File: src/rtl/div_tick_meter.sv
// Resynchronises a divided clock into one-cycle ticks, counts them modulo a
// programmable terminal and measures the tick period in system clocks.
module div_tick_meter #(
   parameter int CNT_W = 16,
   parameter int PER_W = 16
) (
   input  logic             clock,
   input  logic             rst,
   input  logic             div_in,
   input  logic             en,
   input  logic [CNT_W-1:0] terminal,
   output logic             tick,
   output logic [CNT_W-1:0] count,
   output logic             wrap,
   output logic [PER_W-1:0] period,
   output logic             period_valid,
   output logic             overflow
);

   typedef enum logic [1:0] {IDLE, ARM, MEAS} state_t;

   localparam logic [PER_W-1:0] PCNT_MAX = '1;
   localparam logic [PER_W-1:0] PCNT_ONE = PER_W'(1);
   localparam logic [CNT_W-1:0] CNT_ONE  = CNT_W'(1);

   state_t            state_q, state_d;
   logic              s1_q, s2_q, s3_q;
   logic [1:0]        fill_q;
   logic              tick_q;
   logic [CNT_W-1:0]  count_q, count_d;
   logic              wrap_q, wrap_d;
   logic [PER_W-1:0]  pcnt_q, pcnt_d;
   logic [PER_W-1:0]  period_q, period_d;
   logic              pv_q, pv_d;
   logic              ovf_q, ovf_d;
   logic              arm_tick, meas_run, meas_tick;

   // fill_q blocks edge detection until s3 holds a real sample, so a div_in
   // already high at reset release cannot masquerade as a rising edge.
   always_ff @(posedge clock or negedge rst) begin
      if (!rst) begin
         s1_q   <= 1'b0;
         s2_q   <= 1'b0;
         s3_q   <= 1'b0;
         fill_q <= 2'd0;
         tick_q <= 1'b0;
      end else begin
         // NOTE: non-blocking so every flop samples pre-edge values; blocking here would collapse the chain.
         s1_q   <= div_in;
         s2_q   <= s1_q;
         s3_q   <= s2_q;
         if (fill_q != 2'd3) fill_q <= fill_q + 2'd1;
         tick_q <= s2_q & ~s3_q & (fill_q == 2'd3);
      end
   end

   always_ff @(posedge clock or negedge rst) begin
      if (!rst) state_q <= IDLE;
      else      state_q <= state_d;
   end

   always_comb begin
      // NOTE: default assignment first so no path leaves state_d unassigned (no latch).
      state_d = state_q;
      if (!en) begin
         state_d = IDLE;
      end else begin
         case (state_q)
            IDLE:    state_d = ARM;
            ARM:     if (tick_q) state_d = MEAS;
            MEAS:    state_d = MEAS;
            default: state_d = IDLE;
         endcase
      end
   end

   always_comb begin
      arm_tick  = 1'b0;
      meas_run  = 1'b0;
      meas_tick = 1'b0;
      if (en) begin
         case (state_q)
            ARM:  arm_tick = tick_q;
            MEAS: begin
               meas_run  = 1'b1;
               meas_tick = tick_q;
            end
            default: ;
         endcase
      end
   end

   // Period meter: pcnt falls back to 0 whenever not armed or measuring.
   always_comb begin
      pcnt_d   = '0;
      period_d = period_q;
      pv_d     = 1'b0;
      ovf_d    = ovf_q & en;
      if (arm_tick) begin
         pcnt_d = PCNT_ONE;
      end else if (meas_run) begin
         if (meas_tick) begin
            pcnt_d   = PCNT_ONE;
            period_d = pcnt_q;
            pv_d     = 1'b1;
            if (pcnt_q == PCNT_MAX) ovf_d = 1'b1;
         end else begin
            pcnt_d = (pcnt_q == PCNT_MAX) ? PCNT_MAX : pcnt_q + PCNT_ONE;
         end
      end
   end

   // >= rather than == so a terminal lowered below count wraps on the next tick.
   always_comb begin
      count_d = count_q;
      wrap_d  = 1'b0;
      if (en && tick_q) begin
         if (count_q >= terminal) begin
            count_d = '0;
            wrap_d  = 1'b1;
         end else begin
            count_d = count_q + CNT_ONE;
         end
      end
   end

   always_ff @(posedge clock or negedge rst) begin
      if (!rst) begin
         count_q  <= '0;
         wrap_q   <= 1'b0;
         pcnt_q   <= '0;
         period_q <= '0;
         pv_q     <= 1'b0;
         ovf_q    <= 1'b0;
      end else begin
         count_q  <= count_d;
         wrap_q   <= wrap_d;
         pcnt_q   <= pcnt_d;
         period_q <= period_d;
         pv_q     <= pv_d;
         ovf_q    <= ovf_d;
      end
   end

   assign tick         = tick_q;
   assign count        = count_q;
   assign wrap         = wrap_q;
   assign period       = period_q;
   assign period_valid = pv_q;
   assign overflow     = ovf_q;

endmodule

File: config.mk
export PLATFORM = sky130hd
export DESIGN_NAME = div_tick_meter
export DESIGN_NICKNAME = d
export VERILOG_FILES = /design/src/rtl/div_tick_meter.sv
export SDC_FILE = /design/constraint.sdc
export NUM_CORES = 1
export LEC_CHECK = 0
export ABC_CLOCK_PERIOD_IN_PS = 2600
export CAP_MARGIN = 0
export CORE_UTILIZATION = 40
export DETAILED_ROUTE_END_ITERATION = 10
export PLACE_DENSITY = 0.65
export REMOVE_ABC_BUFFERS = 1
export SETUP_SLACK_MARGIN = 0.1
export SYNTH_ARGS = -nofsm -noshare
export SYNTH_HDL_FRONTEND = slang
export SYNTH_SLANG_ARGS = --single-unit
File: constraint.sdc
create_clock -name clock -period 2.6 [get_ports clock]
set_input_delay 0.26 -clock clock [delete_from_list [all_inputs] [get_ports clock]]
set_output_delay 0.26 -clock clock [all_outputs]
set_load 0.005 [all_outputs]
Clock network drawn from the DEF:
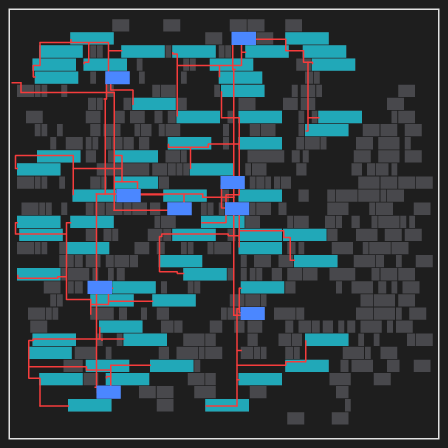
cyan -> flip-flops  # count 59
red -> clock wires  # length 726 um
blue -> clock-net drivers  # count 9
routed clock nets = 10

Placement view:
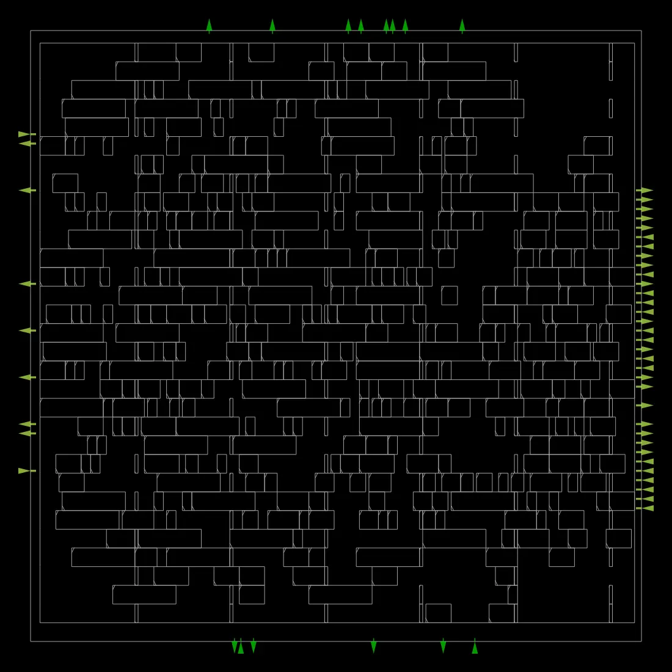
row cnt: 31
Layout fillers: 708
post-layout util: 52.85%
n_taps: 99
sequential share of cell area: 38.31%

Cells by drive strength:
Bar = 20 um.
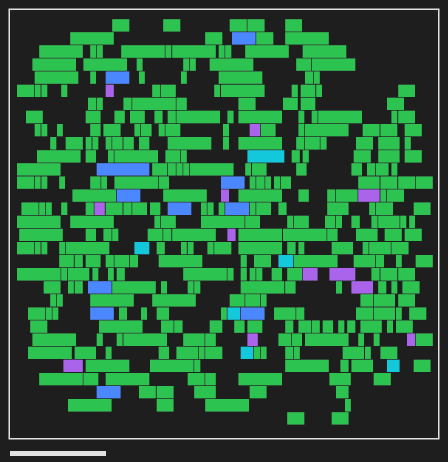
blue -> x6 and larger  # cells 11, share 2.9%
purple -> x2  # cells 12, share 3.2%
green -> x1 and smaller  # cells 349, share 92%
cyan -> x3 and x4  # cells 6, share 1.6%

Sequential cells grouped by signal name:
Bar = 20 um.
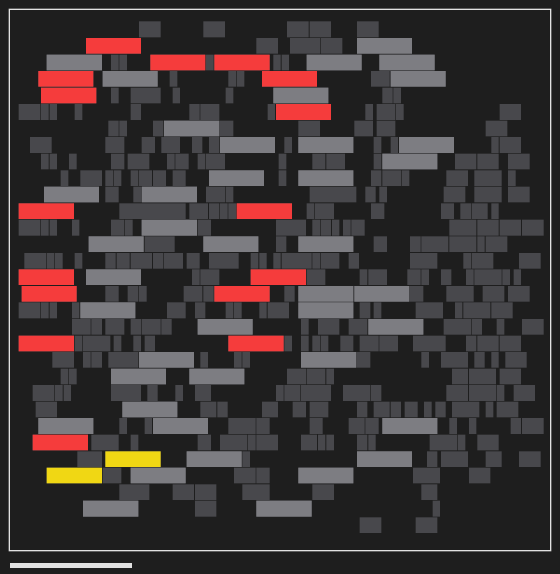
red -> period  # sequential cells 16
yellow -> fill_q  # sequential cells 2

Wiring heat map:
The die is cut into 18 by 18 equal tiles; dark blue is low, red is high, scaled to the fullest tile. Values are wire area over tile area, all layers added.
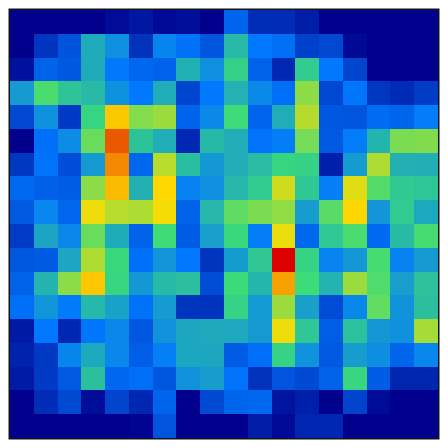
tiles over half the peak = 14%
nearly empty tiles = 11%
emptiest ninth of the die = south-west

-- stage by stage --
| stage | std cells | hold slack [ns] | cell area [um2] |
|---|---|---|---|
| after floorplan | 305 | -0.03559 | 2975 |
| after global routing | 477 | 0.1451 | 3854 |
| after global placement | 461 | 0.3321 | 3660 |
| final | 477 | 0.07933 | 3854 |
| after detailed placement | 461 | 0.3530 | 3660 |
| after CTS | 477 | 0.1056 | 3854 |
-- kinds of logic (layout without fill, tap and decap cells) --
group | Yosys count | count (layout)
flops | 59 | 59
fa+ha+maj | 22 | 22
buf+inv | 27 | 94
compound gates | 34 | 34
xor+xnor | 24 | 24
mux | 6 | 6
simple gates | 139 | 139
-- area by class of cell --
class                      instances  area (um2)  share of cell area (%)
sequential                        59        1476                   38.31
tap                               99       123.9                   3.214
inverter                          21       78.83                   2.045
multi-input combinational        225        1420                   36.85
timing repair buffer              57       560.5                   14.55
clock inverter                     5       52.55                   1.364
clock buffer                      11       141.4                   3.669
-- critical path, stage by stage (launching register included) --
cell and delay (ns):
dfrtp_1 0.43, ha_1 0.34, nand4_2 0.17, nor4_2 0.33, a221oi_2 0.14, a21oi_2 0.53
nor2_1 0.11
-- Yosys cell counts (all sizes together) (8+ instances only) --
master / count
nor2: 24
dfrtp: 59
a21oi: 17
ha: 22
nand3: 8
nand4: 12
xor2: 16
inv: 20
o21ai: 9
nand2: 68
xnor2: 8
-- sequential cells by signal, summed over array words and instances (netlist names), 2 cells and up --
signal / count
period: 16
count: 16
fill_q: 2
pcnt_q: 16
state_q: 2
-- worst max-delay path by stage --
stage                               start               endpoint  slack (ns)  depth (start not counted)
global route        count[13]$_DFFE_PN0P_  count[12]$_DFFE_PN0P_        0.22                          6
CTS                 count[13]$_DFFE_PN0P_   count[7]$_DFFE_PN0P_        0.36                          6
detailed placement           terminal[13]   count[7]$_DFFE_PN0P_        0.05                          8
global placement             terminal[13]   count[9]$_DFFE_PN0P_        0.12                          8
finish              count[13]$_DFFE_PN0P_   count[7]$_DFFE_PN0P_        0.39                          6
floorplan           count[13]$_DFFE_PN0P_  count[10]$_DFFE_PN0P_        0.69                          6
-- report_power, final --
| part | internal [W] | switching (W) |
|---|---|---|
| clock | 0.000463 | 0.000343 |
| combinational | 0.000187 | 0.000179 |
| sequential | 0.000973 | 0.0000747 |
| total | 0.00162 | 0.000597 |
-- cells in the final DEF (no fill, tap or decap), types with 2 or more instances in the layout --
| master | count |
|---|---|
| a31oi_1 | 2 |
| a21oi_1 | 16 |
| nand4_1 | 11 |
| inv_1 | 20 |
| nand3b_1 | 2 |
| ha_1 | 22 |
| xnor2_1 | 8 |
| o211ai_1 | 2 |
| nand3_1 | 8 |
| nor2_1 | 23 |
| nand2_1 | 67 |
| and4_1 | 3 |
| clkinv_2 | 3 |
| dfrtp_1 | 59 |
| mux2i_1 | 5 |
| nand2b_1 | 2 |
| clkbuf_8 | 10 |
| nor2b_1 | 5 |
| clkdlybuf4s50_1 | 54 |
| or2_4 | 2 |
| nor3b_1 | 2 |
| and2_1 | 3 |
| buf_4 | 2 |
| and3_1 | 2 |
| xor2_1 | 16 |
| o21ai_0 | 9 |
| nor3_1 | 3 |
==> run_results.csv <==
group,metric,value,unit
status,status,"completed",
drt,dr.first_iter.drc_count,77,
sta,finalHoldViolCount,0,
layout,area_growth,27.70,%
yosys,synthAoiAreaFrac,6.551,%
drt,wl_met1,2.964,mm
clock_tree,h-tree-depth,3,
floorplanning,die_w,88.86,um
sta,period_used_share,84.83,%
sta,max_slew_margin,50.53,%
placement,portBuffers,55,
clock_tree,clk_latency,0.34,ns
power,total_power,0.002221,W
yosys,synth.cellmix.xorXnorShare,6.965,%
sta,min_period,2.205,ns
drt,wl_met3,280,um
drt,final_antenna_net_count,0,
yosys,yosysTopAreaCell,"dfrtp_1",
critical_path,r2r_slack,0.39,ns
critical_path,cp-end-kind,"flip-flop",
drt,drcViolationCount,0,
yosys,ys_seq_share,48.92,%
clock_tree,cts-hold-fix-buffers,0,
floorplanning,dieArea,0.007896,mm2
yosys,synth_cell_types,40,
global_routing,use_met1,22.75,%
floorplanning,pin_count,56,
global_routing,grtUsageMet3,2.799,%
clock_tree,ctsLongestPathBuffers,2,
Power is estimated from default activity; no workload was simulated.
